===== src/rtl/protocol_fsm.sv =====
// rtl/protocol_fsm.sv - token/data/handshake transaction sequencer with retry
// Purpose: runs one OUT (token, DATA0, wait ACK) or IN (token, wait DATA0, ACK)
//          transaction per start pulse, retrying failed attempts up to MAX_ATTEMPTS.
// Optional feature: define PROTO_TIMEOUT_EN to fail an attempt after TIMEOUT_CYCLES
//          clocks in RX_WAIT; without it RX_WAIT waits for a packet indefinitely.
// Ports:
//   clk, rst_b                  clock, synchronous active-low reset
//   start, is_in, addr, endp,   transaction request and its parameters
//   data_wr
//   data_rd                     payload of the last successful IN
//   busy, done, success         status; success valid with done, held until next start
//   pkt_in, pkt_in_avail        packet to datapath and one-cycle send strobe
//   encoder_ready, nrzi_avail   datapath accept / line transmit in progress
//   pkt_out, pkt_out_avail,     received packet, strobe and CRC status
//   data_good, decoder_ready
//   re                          1 = line in receive mode
module protocol_fsm #(
    parameter int TIMEOUT_CYCLES = 255,
    parameter int MAX_ATTEMPTS   = 8
) (
    input  logic        clk,
    input  logic        rst_b,
    input  logic        start,
    input  logic        is_in,
    input  logic [6:0]  addr,
    input  logic [3:0]  endp,
    input  logic [63:0] data_wr,
    output logic [63:0] data_rd,
    output logic        busy,
    output logic        done,
    output logic        success,
    output logic [98:0] pkt_in,
    output logic        pkt_in_avail,
    input  logic        encoder_ready,
    input  logic        nrzi_avail,
    input  logic [98:0] pkt_out,
    input  logic        pkt_out_avail,
    input  logic        data_good,
    input  logic        decoder_ready,
    output logic        re
);
    localparam logic [7:0] PID_OUT   = 8'hE1;
    localparam logic [7:0] PID_IN    = 8'h69;
    localparam logic [7:0] PID_DATA0 = 8'hC3;
    localparam logic [7:0] PID_ACK   = 8'hD2;
    localparam int AW = $clog2(MAX_ATTEMPTS + 1);

    typedef enum logic [2:0] {
        IDLE, TX_TOKEN, TX_DATA, TX_ACK, TX_WAIT, RX_WAIT, FINISH
    } state_t;

    state_t         r_state, w_state_nxt;
    logic           r_is_in;
    logic [6:0]     r_addr;
    logic [3:0]     r_endp;
    logic [63:0]    r_data_wr;
    logic [63:0]    r_data_rd;
    logic [AW-1:0]  r_attempt;
    logic           r_success;
    logic           r_nrzi_seen;
    logic [98:0]    r_pkt_in;

    logic           w_in_tx;
    logic           w_timeout;
    logic           w_fail;
    logic           w_load_pkt;
    logic [98:0]    w_pkt_nxt;
    logic           w_set_result;
    logic           w_result;
    logic           w_attempt_inc;
    logic           w_load_rd;
    logic [7:0]     w_rx_pid;
    logic [98:0]    w_token;
    logic           w_unused;

    assign w_in_tx  = (r_state == TX_TOKEN) || (r_state == TX_DATA) || (r_state == TX_ACK);
    assign w_rx_pid = pkt_out[98:91];
    // Retry tokens are rebuilt from the latched request, not the live inputs.
    assign w_token  = {(r_is_in ? PID_IN : PID_OUT), r_addr, r_endp, 80'd0};
    assign w_unused = ^{decoder_ready, pkt_out[90:80], pkt_out[15:0]};

`ifdef PROTO_TIMEOUT_EN
    localparam int TW = $clog2(TIMEOUT_CYCLES + 1);
    logic [TW-1:0] r_timer;

    // Held at zero outside RX_WAIT so every entry starts a fresh count.
    always_ff @(posedge clk) begin
        if (!rst_b || r_state != RX_WAIT) begin
            r_timer <= '0;
        end else begin
            r_timer <= r_timer + 1'b1;
        end
    end

    // Last of TIMEOUT_CYCLES cycles in RX_WAIT; the retry token follows directly.
    assign w_timeout = (r_state == RX_WAIT) && (r_timer == TW'(TIMEOUT_CYCLES - 1));
`else
    logic w_unused_timeout;
    assign w_unused_timeout = (TIMEOUT_CYCLES != 0);
    assign w_timeout        = 1'b0;
`endif

    always_comb begin
        w_state_nxt   = r_state;
        w_fail        = 1'b0;
        w_load_pkt    = 1'b0;
        w_pkt_nxt     = r_pkt_in;
        w_set_result  = 1'b0;
        w_result      = 1'b0;
        w_attempt_inc = 1'b0;
        w_load_rd     = 1'b0;
        case (r_state)
            IDLE: begin
                if (start) begin
                    w_state_nxt = TX_TOKEN;
                    w_load_pkt  = 1'b1;
                    w_pkt_nxt   = {(is_in ? PID_IN : PID_OUT), addr, endp, 80'd0};
                end
            end
            TX_TOKEN, TX_DATA, TX_ACK: begin
                if (encoder_ready) begin
                    w_state_nxt = TX_WAIT;
                end
            end
            TX_WAIT: begin
                // The PID of the packet just sent decides where to go next.
                if (r_nrzi_seen && !nrzi_avail) begin
                    case (r_pkt_in[98:91])
                        PID_OUT: begin
                            w_state_nxt = TX_DATA;
                            w_load_pkt  = 1'b1;
                            w_pkt_nxt   = {PID_DATA0, 11'd0, r_data_wr, 16'd0};
                        end
                        PID_ACK: begin
                            w_state_nxt  = FINISH;
                            w_set_result = 1'b1;
                            w_result     = 1'b1;
                        end
                        default: w_state_nxt = RX_WAIT;
                    endcase
                end
            end
            RX_WAIT: begin
                // A packet acted on in the expiry cycle beats the timeout.
                if (pkt_out_avail && !r_is_in) begin
                    if (data_good && w_rx_pid == PID_ACK) begin
                        w_state_nxt  = FINISH;
                        w_set_result = 1'b1;
                        w_result     = 1'b1;
                    end else begin
                        w_fail = 1'b1;
                    end
                end else if (pkt_out_avail && data_good && w_rx_pid == PID_DATA0) begin
                    w_load_rd   = 1'b1;
                    w_state_nxt = TX_ACK;
                    w_load_pkt  = 1'b1;
                    w_pkt_nxt   = {PID_ACK, 91'd0};
                end else if (w_timeout) begin
                    w_fail = 1'b1;
                end
                if (w_fail) begin
                    if (r_attempt < AW'(MAX_ATTEMPTS)) begin
                        w_attempt_inc = 1'b1;
                        w_state_nxt   = TX_TOKEN;
                        w_load_pkt    = 1'b1;
                        w_pkt_nxt     = w_token;
                    end else begin
                        w_state_nxt  = FINISH;
                        w_set_result = 1'b1;
                        w_result     = 1'b0;
                    end
                end
            end
            FINISH:  w_state_nxt = IDLE;
            default: w_state_nxt = IDLE;
        endcase
    end

    always_ff @(posedge clk) begin
        if (!rst_b) begin
            r_state     <= IDLE;
            r_is_in     <= 1'b0;
            r_addr      <= '0;
            r_endp      <= '0;
            r_data_wr   <= '0;
            r_data_rd   <= '0;
            r_attempt   <= '0;
            r_success   <= 1'b0;
            r_nrzi_seen <= 1'b0;
            r_pkt_in    <= '0;
        end else begin
            r_state <= w_state_nxt;
            if (r_state == IDLE && start) begin
                r_is_in   <= is_in;
                r_addr    <= addr;
                r_endp    <= endp;
                r_data_wr <= data_wr;
                r_attempt <= AW'(1);
                r_success <= 1'b0;
            end
            if (w_attempt_inc) r_attempt <= r_attempt + 1'b1;
            if (w_load_pkt)    r_pkt_in  <= w_pkt_nxt;
            if (w_set_result)  r_success <= w_result;
            if (w_load_rd)     r_data_rd <= pkt_out[79:16];
            // Remembers the rising edge of nrzi_avail so its fall marks send complete.
            if (r_state != TX_WAIT) begin
                r_nrzi_seen <= 1'b0;
            end else if (nrzi_avail) begin
                r_nrzi_seen <= 1'b1;
            end
        end
    end

    assign data_rd      = r_data_rd;
    assign busy         = (r_state != IDLE);
    assign done         = (r_state == FINISH);
    assign success      = r_success;
    assign pkt_in       = r_pkt_in;
    assign pkt_in_avail = w_in_tx && encoder_ready;
    assign re           = !(w_in_tx || r_state == TX_WAIT);
endmodule


===== config.mk =====
export PLATFORM = sky130hd
export DESIGN_NAME = protocol_fsm
export DESIGN_NICKNAME = d
export VERILOG_FILES = /design/src/rtl/protocol_fsm.sv
export SDC_FILE = /design/constraint.sdc
export NUM_CORES = 1
export LEC_CHECK = 0
export ABC_AREA = 1
export CORE_MARGIN = 2
export CORE_UTILIZATION = 40
export CTS_BUF_LIST = sky130_fd_sc_hd__clkbuf_4 sky130_fd_sc_hd__clkbuf_8 sky130_fd_sc_hd__clkbuf_16
export DETAILED_ROUTE_END_ITERATION = 6
export PLACE_DENSITY = 0.72
export SYNTH_ARGS = -nofsm -noshare
export SYNTH_HDL_FRONTEND = slang
export SYNTH_SLANG_ARGS = --single-unit

===== constraint.sdc =====
create_clock -name clk -period 1.8 [get_ports clk]
set_input_delay 0.18 -clock clk [delete_from_list [all_inputs] [get_ports clk]]
set_output_delay 0.18 -clock clk [all_outputs]
set_load 0.005 [all_outputs]

Figure 1. Sequential cells coloured by netlist name (run 1).
(1.5 px per um) Other sequential cells in the stronger grey, the rest of the logic in the fainter grey.
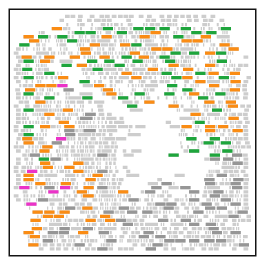
| colour | name in the netlist | placed flops |
|---|---|---|
| magenta | r_addr | 7 |
| orange | pkt_in | 99 |
| green | r_data_wr | 64 |
Final Util: 0.616
Seq group: 6320 uW
Register Area: 0.00497 mm^2

Figure 2. Routing congestion map (run 1).
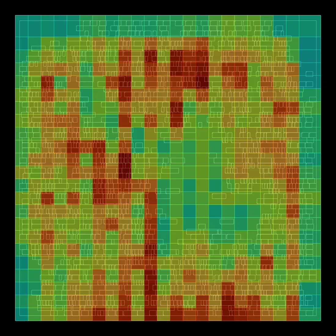
met2 Use GR: 0.400
GRT Overall Usage: 0.244
met3 Use GR: 0.0424
WL per Instance: 16.6 um
met1 Resource Use GR: 0.325

==> reports/metrics.cfg, run 1 <==
[synth]
yosys.area_share.adder=0.00123
synth-edff-count=0
syn_area_per_cell_um2=7.13
async_flop_share=0
synth_top_area_share=0.489
syn_nets=1609
synth_xor_xnor_area_share=0.000862
synthTopLogicFamily=simple AND/OR/NAND/NOR gates
synthMostInstantiatedCell=nand2_1
synth_flops=248
syn_area_mm2=0.0102
synthSimpleGateAreaFrac=0.320
ys_cells=1425
synth_area_leader_cell=dfxtp_1
synth_warnings=0
yosys-stat-area_mm2=0.0102
ys.flop_type=dfxtp_1

[place]
gp_congestion=0.905
dp_slack_ps=-242
io_buffers=322
placed_cells=2036

[finish]
area_delta_synth_final_pct=51.7
logic_gates=1018
antenna_cells=0
final_common_cell=nand2_1
largest_reg_flops=99
sh_comb_area=0.310
buffers=407
logic_area_mm2=0.00478
n_fill_cell=2259

[setup_path]
path_depth=12
cpPeakStageDelay_ps=360
cpMaxStageDelayCell=dfxtp_4
start_kind=register
crit_start=r_state[0]$_SDFFE_PN0P_
critical_path.endpoint_type=register
cp_max_fo=8
crit_buf_inv=4
reg2regPathDepth=12
path_class=register to register
crit_path_end=pkt_in[16]$_SDFFE_PN0P_
arrival_ps=2280
r2r_start=r_state[0]$_SDFFE_PN0P_
regToRegSetupSlack_ps=1

[clock_tree]
cts_resized=13
cts_made_buffers=27
hold_buffers=0
cts_buffer_depth=3
cts_tree=built
cts.sinks=248
post-cts-setup-buffers=1

[floorplanning]
die_w_um=163
nWellTaps=330
fp_util=0.406

[power_and_ir_drop]
power_switching_uw=5520
pg_clk_uw=5570
leakagePower_uw=0.00591
vdd_drop_max_mv=0.861
power-top-group=registers
power_frac_seq=0.370
p_per_area_mw_per_mm2=1110
combPwrFrac=0.304
finalPower_uw=17100

[routing]
dr.pass1.iters=5
drc=0
wl_met1_um=14800
viasPerCell=5.16
dr.first_iter.drc_count=890

[sta]
clock_skew_ps=22.7
fmax_mhz=556
setup_viol=0
tightestPinTransition_ps=586
slew_viol_final=0
hold_viol_final=0
slew_headroom=0.609

[global_route]
grt_max_degree=53
grt_pass1_vias=9898
grt_overflow=0
top_usage_layer=met2

[job]
warning_count=56
max_cap_viol_count=0

[min_path]
whs_path_depth=3
holdCritPathClass=primary input to register
min_to=data_rd[3]$_SDFFE_PN0P_

[outcome]
status=completed

Figure 3. Met3 routing (run 1).
(1.5 px per um) Cells faint in the background.
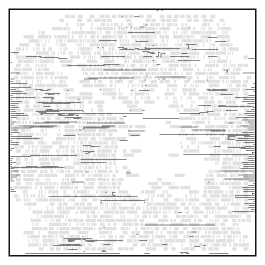
share of all routed wire: 6.7%
nets with wire on the layer: 221
longest straight run: 68.1 um
main direction: horizontal
wire length on this layer: 2330 um
Routed WL: 34800 um
Via Count: 10807

==> run 2: changes to the inputs <==
--- a/config.mk
+++ b/config.mk
@@ -8,3 +8,2 @@
 export ABC_AREA = 1
-export CORE_MARGIN = 2
 export CORE_UTILIZATION = 40
--- a/constraint.sdc
+++ b/constraint.sdc
@@ -3,2 +3,2 @@
 set_output_delay 0.18 -clock clk [all_outputs]
-set_load 0.005 [all_outputs]
+set_load 0.05 [all_outputs]
==> reports/metrics.cfg, run 2 <==
[floorplanning]
nWellTaps=324
fp_util=0.413

[sta]
fin_ws_ps=-19.7
setup_viol=1
clock_skew_ps=6.36

[synth]
synth_area_leader_cell=dfxtp_1
ys_cells=1425
syn_nets=1609
synth_top_area_share=0.489
syn_area_per_cell_um2=7.13
yosys.area_share.adder=0.00123
synth_warnings=0
yosys-stat-area_mm2=0.0102
synthTopLogicFamily=simple AND/OR/NAND/NOR gates

[global_route]
grt_overflow=0
grt.total_usage=0.254
met2_usage=0.415
grt_pass1_vias=10105

[setup_path]
regToRegSetupSlack_ps=50
crit_buf_inv=4
path_depth=6
cpPeakStageDelay_ps=370
crit_start=r_state[0]$_SDFFE_PN0P_
critical_path.endpoint_type=output port
cp_max_fo=4

[routing]
dr.pass1.iters=6
routed_wl_um=35000

[min_path]
holdCritPathClass=primary input to register

[finish]
fin_util=0.608
largest_reg_flops=99
final_common_cell=nand2_1
antenna_cells=0

[power_and_ir_drop]
finalPower_uw=17400
power_switching_uw=6020
pg_clk_uw=5400
vdd_drop_max_mv=0.945
combPwrFrac=0.326

[outcome]
violations=negative setup slack
status=finished with violations

[job]
warning_count=56

[place]
dp_slack_ps=-226
placed_cells=2023

Figure 4. Routing congestion map (run 2).
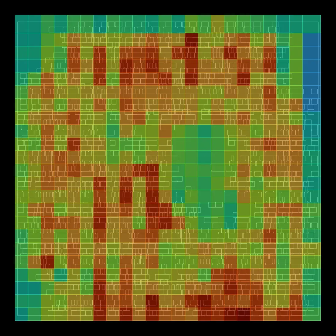
met3 Use GR: 0.0365
met1 Resource Use GR: 0.342

Figure 5. Clock wires, drivers and flops (run 2).
(2 px per um)
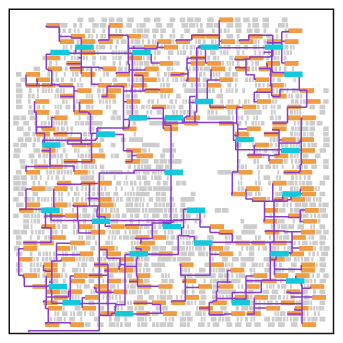
[purple] clock wires | length: 3080 um
[cyan] cells driving clock nets | count: 27
[orange] flip-flops | count: 248
flops lie: widely spread

Power figures rest on the tool's default switching activity, not on a simulated workload.
